Met1 routing:
Scale: 4 px per µm. Supply wires on this layer in grey.
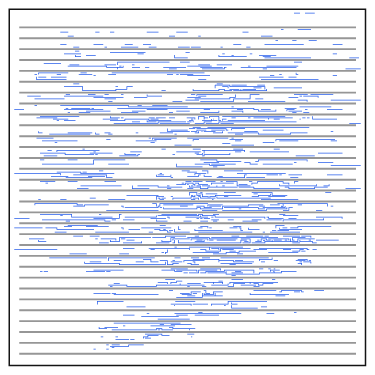
Metal 2:
Scale: 3 px per µm.
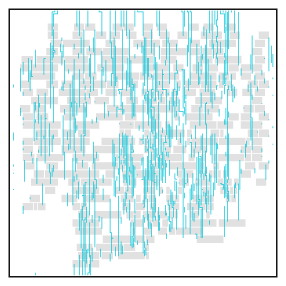
M3 wires:
Scale: 4 px per µm.
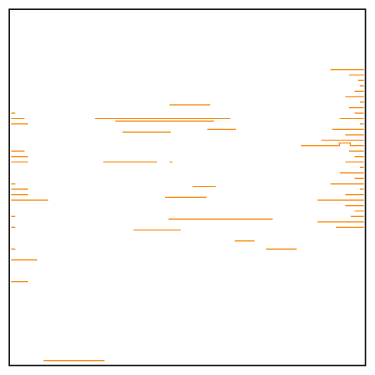
Cell placement:
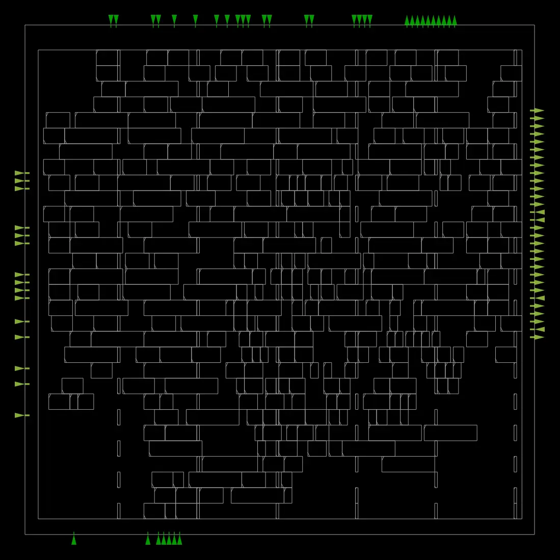
--- config.mk ---
export PLATFORM = sky130hd
export DESIGN_NAME = qpsk_symbol_mapper
export DESIGN_NICKNAME = d
export VERILOG_FILES = /design/src/rtl/qpsk_symbol_mapper.sv
export SDC_FILE = /design/constraint.sdc
export NUM_CORES = 1
export LEC_CHECK = 0
export CAP_MARGIN = 20
export CORE_MARGIN = 2
export CORE_UTILIZATION = 45
export CTS_BUF_LIST = sky130_fd_sc_hd__clkbuf_4 sky130_fd_sc_hd__clkbuf_8 sky130_fd_sc_hd__clkbuf_16
export DETAILED_ROUTE_END_ITERATION = 16
export PLACE_DENSITY_LB_ADDON = 0.25
export SYNTH_ARGS = -nofsm -noshare
export SYNTH_HDL_FRONTEND = slang
export SYNTH_SLANG_ARGS = --single-unit
--- constraint.sdc ---
create_clock -name ce_clk -period 5.9 [get_ports ce_clk]
set_input_delay 1.18 -clock ce_clk [delete_from_list [all_inputs] [get_ports ce_clk]]
set_output_delay 1.18 -clock ce_clk [all_outputs]
set_load 0.01 [all_outputs]
--- src/rtl/qpsk_symbol_mapper.sv ---
// QPSK symbol mapper with zero-stuffing interpolation.
// Unpacks 32-bit words into 16 dibits (MSB first), maps each to a Gray-coded
// sc16 QPSK point and follows it with sps-1 zero samples so the downstream
// pulse-shaping filter sees an impulse train at the interpolated rate.
module qpsk_symbol_mapper #(
  parameter logic signed [15:0] AMP   = 16'sd11585,
  parameter int                 SPS_W = 8
) (
  input  logic             ce_clk,
  input  logic             ce_rst,
  input  logic [SPS_W-1:0] cfg_sps,
  input  logic [31:0]      s_axis_tdata,
  input  logic             s_axis_tlast,
  input  logic             s_axis_tvalid,
  output logic             s_axis_tready,
  output logic [31:0]      m_axis_tdata,
  output logic             m_axis_tlast,
  output logic             m_axis_tvalid,
  input  logic             m_axis_tready,
  output logic             busy
);

  localparam logic [SPS_W-1:0] ONE = {{(SPS_W-1){1'b0}}, 1'b1};

  typedef enum logic {IDLE, EMIT} state_t;

  state_t           state_reg;
  state_t           state_next;
  logic             rst_done_reg;
  logic [31:0]      word_reg;
  logic             last_reg;
  logic [SPS_W-1:0] sps_reg;
  logic [SPS_W-1:0] phase_reg;
  logic [3:0]       dibit_reg;

  logic             phase_last;
  logic             final_sample;
  logic             xfer;
  logic             accept;
  logic [SPS_W-1:0] sps_in;
  logic [1:0]       dibits [16];
  logic [1:0]       sym;
  logic signed [15:0] neg_amp;
  logic [15:0]      i_val;
  logic [15:0]      q_val;

  // Split the held word into its 16 dibits, dibit 0 being bits [31:30].
  genvar gi;
  generate
    for (gi = 0; gi < 16; gi++) begin : g_dibit
      assign dibits[gi] = word_reg[31-2*gi -: 2];
    end
  endgenerate

  assign busy          = (state_reg == EMIT);
  assign phase_last    = (phase_reg == sps_reg - ONE);
  assign final_sample  = busy & (dibit_reg == 4'hF) & phase_last;
  assign xfer          = busy & m_axis_tready;
  // A new word may load in the same cycle the final sample leaves; tready is
  // held low until the first clock edge after reset release.
  assign s_axis_tready = rst_done_reg & (~busy | (xfer & final_sample));
  assign accept        = s_axis_tvalid & s_axis_tready;
  assign sps_in        = (cfg_sps == '0) ? ONE : cfg_sps;

  // Gray mapping: upper bit of the dibit selects the sign of I, lower of Q.
  assign sym     = dibits[dibit_reg];
  assign neg_amp = -AMP;
  assign i_val   = sym[1] ? neg_amp : AMP;
  assign q_val   = sym[0] ? neg_amp : AMP;

  // Output is derived from registered state only, so it holds while stalled
  // and drops to idle immediately when reset clears the state register.
  assign m_axis_tvalid = busy;
  assign m_axis_tdata  = (busy && phase_reg == '0) ? {i_val, q_val} : 32'h0000_0000;
  assign m_axis_tlast  = final_sample & last_reg;

  // State register and ready-after-reset flag.
  always_ff @(posedge ce_clk or posedge ce_rst) begin
    if (ce_rst) begin
      state_reg    <= IDLE;
      rst_done_reg <= 1'b0;
    end else begin
      state_reg    <= state_next;
      rst_done_reg <= 1'b1;
    end
  end

  // Next-state logic: leave EMIT only when the final sample goes out with no
  // replacement word arriving in the same cycle.
  always_comb begin
    state_next = state_reg;
    case (state_reg)
      IDLE: if (accept) state_next = EMIT;
      EMIT: if (xfer && final_sample && !accept) state_next = IDLE;
      default: state_next = IDLE;
    endcase
  end

  // Word capture and dibit/phase counters.
  always_ff @(posedge ce_clk or posedge ce_rst) begin
    if (ce_rst) begin
      word_reg  <= 32'h0000_0000;
      last_reg  <= 1'b0;
      sps_reg   <= ONE;
      phase_reg <= '0;
      dibit_reg <= 4'd0;
    end else if (accept) begin
      word_reg  <= s_axis_tdata;
      last_reg  <= s_axis_tlast;
      sps_reg   <= sps_in;
      phase_reg <= '0;
      dibit_reg <= 4'd0;
    end else if (xfer) begin
      if (phase_last) begin
        phase_reg <= '0;
        dibit_reg <= dibit_reg + 4'd1;
      end else begin
        phase_reg <= phase_reg + ONE;
      end
    end
  end

endmodule

==> flow_summary.yaml <==
# implementation run metrics
clock_network:
  hold_buffers: 0
  cts_tree: "done"
  cts.path.max_buffers: 2
  clock_latency_ns: 0.31
  htreeDepth: 2
  cts_buffers: 5
  post_cts_buffers: 0
finish:
  fill_cells: 593
  nNetsFinal: 387
  comb_share_pct: 38.01
  drive_above_1_share_pct: 19.76
  flops: 55
  inverters: 10
  largest_reg_flops: 32
  clock_area_share_pct: 2.356
  seq_area_mm2: 0.001378
  bufAreaShareNonClock_pct: 20.57
  nClkBuffers: 5
  buffers: 81
critical_path:
  crit_end: "s_axis_tready"
  reg2reg_from: "dibit_reg[0]"
  reg2reg_to: "dibits[24]"
  reg2reg_depth: 5
  path_class: "flip-flop to output port"
  critPathLaunchType: "flip-flop"
  cp-startpoint: "sps_reg[0]"
  crit_path_end_kind: "output port"
  critPathRequiredTime_ns: 4.72
  slowest_stage: "o41ai_1"
  crit_buf_inv: 2
  crit_arrival_ns: 3.38
power_and_ir_drop:
  power.group.top: "sequential cells"
  vdd_ir_drop_max_mv: 0.1535
  finalPower_mw: 1.095
  p_leak_nw: 1.594
  pwr-share-clk_pct: 20.0
  p_switching_mw: 0.3653
  p_sw_share_pct: 33.35
timing:
  skew_ns: 0.01325
  fin_crit_ns: 4.557
  slew_violations: 0
  setup_viol: 0
  rsz0062_at_grt: "false"
die:
  die_y_um: 88.67
  core_util_floorplan_pct: 46.96
  rows: 30
placed_design:
  port-buffer-count: 80
  placed_area_mm2: 0.003837
synthesis:
  ff_type: "dfrtp_1"
  ys_area_mm2: 0.003226
  simple_gate_share_pct: 11.06
  netlist_instances: 291
  synth.distinct_cells: 48
  synth_top_area_share_pct: 41.89
  ys_top_cells_by_area: "dfrtp_1 (42%), mux2_2 (12%), buf_4 (7.0%), mux2_4 (5.6%), mux4_2 (2.8%)"
  top_cells_by_count: "dfrtp_1 (54), mux2_2 (34), buf_4 (30), o21ai_0 (16)"
  synth_flops: 55
min_path:
  whs_path_depth: 1
  hold_start: "dibits[13]"
route:
  ant_nets: 0
  drcViolationCount: 0
  drtIter0Drc: 123
global_routing:
  met2_usage_pct: 28.36
  grt_max_degree: 56
  grt_pass1_wl_mm: 10.46
  use_met1_pct: 23.86
run_status:
  outcome: "complete, no violations"
job:
  openroad.warnings: 27
  max-cap-violations: 0
About 'met1 routing':
nets with wire on the layer = 321
longest straight run = 34.0 µm
share of all routed wire = 46%
main direction = horizontal
via count: 2284
Post-Route WL: 6.447 mm

About 'metal 2':
wire length on this layer = 3040 µm
longest straight run = 38.1 µm
share of all routed wire = 47%
main direction = vertical

About 'M3 wires':
share of all routed wire = 5.7%
nets with wire on the layer = 54
main direction = horizontal
longest straight run = 33.6 µm
wire length on this layer = 368 µm

About 'cell placement':
# Taps: 96
core area: 0.006869 mm²

No activity file was given, so power comes from the tool's default toggle rates.
